### Power grid

Scale bar: 20 um. Pins as bars on the die edge.
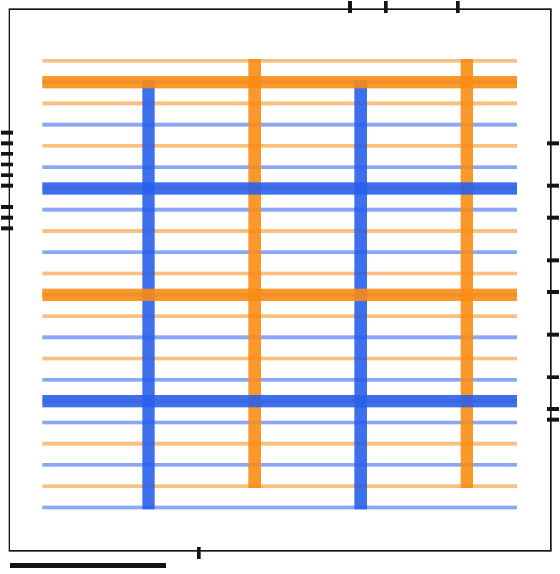
### Cells colored by class

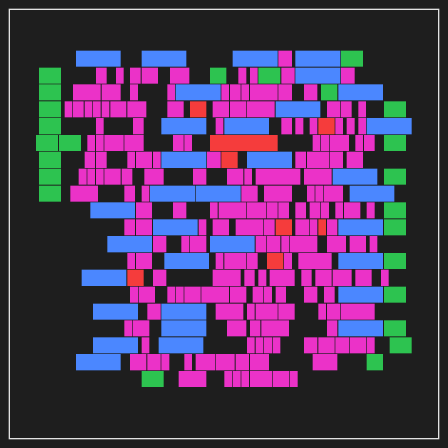
### Clock wires, drivers and flops

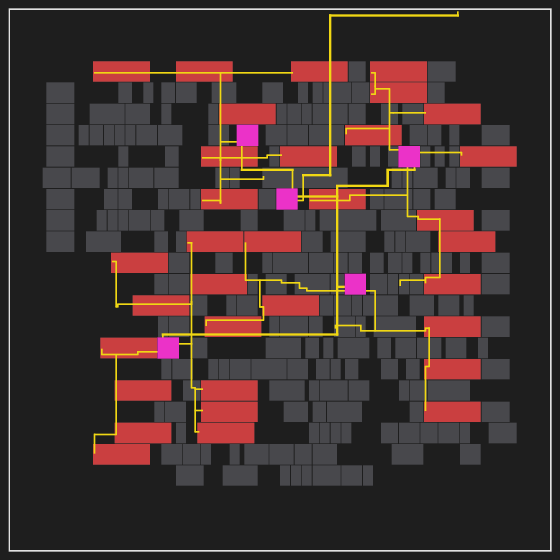
### Metal layers overlaid

Scale bar: 20 um.
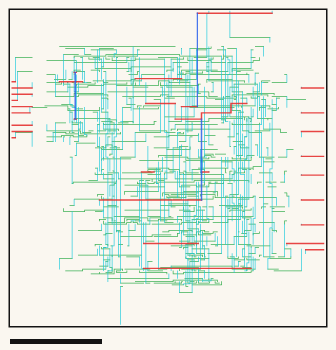
### Routing congestion map

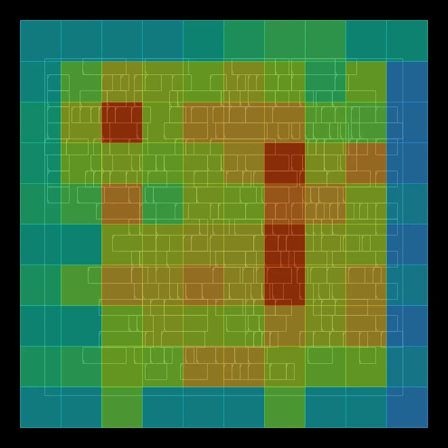
--- config.mk ---
export PLATFORM = sky130hd
export DESIGN_NAME = mult_seq
export DESIGN_NICKNAME = d
export VERILOG_FILES = /design/src/rtl/mult_seq.sv
export SDC_FILE = /design/constraint.sdc
export NUM_CORES = 1
export LEC_CHECK = 0
export CORE_MARGIN = 4
export CORE_UTILIZATION = 50
export CTS_BUF_LIST = sky130_fd_sc_hd__clkbuf_4
export CTS_CLUSTER_DIAMETER = 30
export CTS_CLUSTER_SIZE = 28
export DETAILED_ROUTE_END_ITERATION = 10
export PLACE_DENSITY = 0.84
export SLEW_MARGIN = 20
export SYNTH_ARGS = -nofsm -noshare
export SYNTH_HDL_FRONTEND = slang
export SYNTH_SLANG_ARGS = --single-unit
--- constraint.sdc ---
create_clock -name clk -period 5.55 [get_ports clk]
set_input_delay 1.665 -clock clk [delete_from_list [all_inputs] [get_ports clk]]
set_output_delay 1.665 -clock clk [all_outputs]
set_load 0.02 [all_outputs]
--- src/rtl/mult_seq.sv ---
// Sequential radix-2 shift-add multiplier, N CALC cycles per product.
// Signed operands are multiplied as magnitudes and the sign is applied when P is loaded.
//   state | meaning
//   IDLE  | waiting for start
//   CALC  | one multiplier bit per cycle, LSB first
//   DONE  | P valid for one cycle; start here chains the next op
module mult_seq #(
    parameter int N = 4
) (
    input  logic           clk,
    input  logic           rst,
    input  logic           start,
    input  logic [N-1:0]   X,
    input  logic [N-1:0]   Y,
    input  logic           signed_mode,
    output logic           busy,
    output logic           done,
    output logic [2*N-1:0] P
);

    localparam int CW = (N > 1) ? $clog2(N) : 1;

    typedef enum logic [1:0] {IDLE, CALC, DONE} state_t;

    state_t         state_q, state_d;
    logic [2*N-1:0] mcand_q, mcand_d;
    logic [2*N-1:0] acc_q, acc_d;
    logic [2*N-1:0] p_q, p_d;
    logic [N-1:0]   mplier_q, mplier_d;
    logic           sign_q, sign_d;
    logic [CW-1:0]  cnt_q, cnt_d;

    logic [N-1:0]   x_mag, y_mag;
    logic [2*N-1:0] sum;

    // -2^(N-1) negates to itself, which read unsigned is exactly its magnitude
    always_comb begin
        x_mag = (signed_mode && X[N-1]) ? (~X + N'(1)) : X;
        y_mag = (signed_mode && Y[N-1]) ? (~Y + N'(1)) : Y;
        sum   = acc_q + (mplier_q[0] ? mcand_q : '0);
    end

    always_comb begin
        state_d  = state_q;
        mcand_d  = mcand_q;
        acc_d    = acc_q;
        p_d      = p_q;
        mplier_d = mplier_q;
        sign_d   = sign_q;
        cnt_d    = cnt_q;
        case (state_q)
            IDLE, DONE: begin
                if (start) begin
                    state_d  = CALC;
                    mcand_d  = {{N{1'b0}}, x_mag};
                    mplier_d = y_mag;
                    sign_d   = signed_mode & (X[N-1] ^ Y[N-1]);
                    acc_d    = '0;
                    cnt_d    = '0;
                end else begin
                    state_d  = IDLE;
                end
            end
            CALC: begin
                acc_d    = sum;
                mcand_d  = mcand_q << 1;
                mplier_d = mplier_q >> 1;
                cnt_d    = cnt_q + CW'(1);
                if (cnt_q == CW'(N - 1)) begin
                    state_d = DONE;
                    cnt_d   = '0;
                    p_d     = sign_q ? (~sum + (2*N)'(1)) : sum;
                end
            end
            default: state_d = IDLE;
        endcase
    end

    always_ff @(posedge clk) begin
        if (rst) begin
            state_q  <= IDLE;
            mcand_q  <= '0;
            acc_q    <= '0;
            p_q      <= '0;
            mplier_q <= '0;
            sign_q   <= 1'b0;
            cnt_q    <= '0;
        end else begin
            state_q  <= state_d;
            mcand_q  <= mcand_d;
            acc_q    <= acc_d;
            p_q      <= p_d;
            mplier_q <= mplier_d;
            sign_q   <= sign_d;
            cnt_q    <= cnt_d;
        end
    end

    assign busy = (state_q == CALC);
    assign done = (state_q == DONE);
    assign P    = p_q;

endmodule

==> results_slide.txt <==
Implementation Results

Placed design
  – Pre-CTS WS: around 2200 ps
  – Hpwl dp: around 2.6 mm
  – GPL Wtd Cong: between 0.7 and 0.8

Synth
  – EDFF count, synth: 0
  – Synth Warn #: 0
  – Largest logic family: AND-OR/OR-AND gates
  – # Cells Yosys: ~230
  – Post-synth area hogs: dfxtp_1, ha_1, nor2_1, a22oi_1, a21oi_1
  – Register bit total from synthesis: 33
  – Synthesized Nets: approximately 250
  – Synth Area in XOR/XNOR: 0.0423

Layout
  – Top cells excl fill/tap: nor2_1, dfxtp_1, clkdlybuf4s50_1
  – Fin cells: ~300
  – Nets@finish: around 270
  – Number of fill cells: approximately 290

Clock tree
  – Post-CTS Setup Repair Bufs: 0
  – CTS resizes: 0

Drt
  – M1 WL: around 1.7 mm
  – DR top layer: met4
  – Via/cell ratio: approximately 5.5
  – # DRC: 0
  – DRT Pass-1 Iters: 4

Power and ir drop
  – Comb pwr: about 0.055 mW
  – P_seq: about 0.25 mW

STA
  – RSZ-0062 raised after global routing: false
  – Max-slew violation count: 0
  – Worst setup margin: ~2100 ps

Worst setup path
  – Crit path max fanout: 24
  – Worst Path Buf+Inv: 2
  – CP Launch Type: register
  – Delay-heaviest family, CP: buffers and inverters

Job
  – OpenROAD warnings: 26

Global routing
  – Met2 Use GR: 0.250
  – First-pass GRT wire length: between 6 and 7 mm
  – Largest net degree at the start of global routing: 36

Outcome
  – Outcome: finished clean

Floorplan
  – Top Ports: 22
## Picture notes: 'Power grid'
legend:
  blue:
    net: VSS
  orange:
    net: VDD
met5 straps: 4
met4 straps: 4
rows: 21
signal pins: 22
met1 rails: 22
die extent in x: 69.1 um
die height: 69.1 um

## Picture notes: 'Cells colored by class'
legend:
  red:
    class: clock drivers and dummy loads
    cells: 8
    share_of_their_area: 3.7%
  blue:
    class: flops
    cells: 33
    share_of_their_area: 31%
  magenta:
    class: combinational and other logic
    cells: 184
    share_of_their_area: 54%
  green:
    class: other buffers and delay cells
    cells: 24
    share_of_their_area: 11%
row count: 21
core area: 3470 sq um
design area: 2190 sq um

## Picture notes: 'Clock wires, drivers and flops'
legend:
  magenta:
    item: clock drivers
    count: 5
  yellow:
    item: clock wires
    length: 400 um
  red:
    item: flip-flops
    count: 33
routed clock nets: 6
Worst Skew: 6.28 ps
clock share of power: 0.370

## Picture notes: 'Metal layers overlaid'
legend:
  red:
    layer: metal 3
    wire_length: 197 um
  cyan:
    layer: metal 2
    wire_length: 1620 um
  blue:
    layer: metal 4
    wire_length: 48.3 um
  green:
    layer: metal 1
    wire_length: 1730 um
gr usage total: 0.157
Vias: 1619

## Picture notes: 'Routing congestion map'
met1 Use GR: 0.203
most crowded layer after global routing: met2
Finished Core Util: 0.632
global routing usage on met3: 0.0494

==> worst paths after layout <==
check / startpoint / to / slack (ps) / cells after the start
worst min register to register: P[0] / P[0] / 460 / 2
worst min-delay path: P[0] / P[0] / 460 / 2
worst max register to register: mplier_q[0] / P[6] / 2980 / 9
worst max-delay path: state_q[0] / busy / 2110 / 3
==> final cells by class <==
class | instances | share of cell area
multi-input cells | 173 | 0.511
flip-flops and latches | 33 | 0.301
repair buffers | 24 | 0.106
well taps | 46 | 0.0263
clock inverters | 3 | 0.0188
inverters | 11 | 0.0188
clock buffers | 5 | 0.0171
==> state kept, by name (all words and copies together), names as in the netlist <==
| signal | flops |
|---|---|
| sign_q | 1 |
| state_q | 2 |
| mcand_q | 8 |
| acc_q | 8 |
| mplier_q | 4 |
| P | 8 |
| cnt_q | 2 |
No activity file was given, so power comes from the tool's default toggle rates.
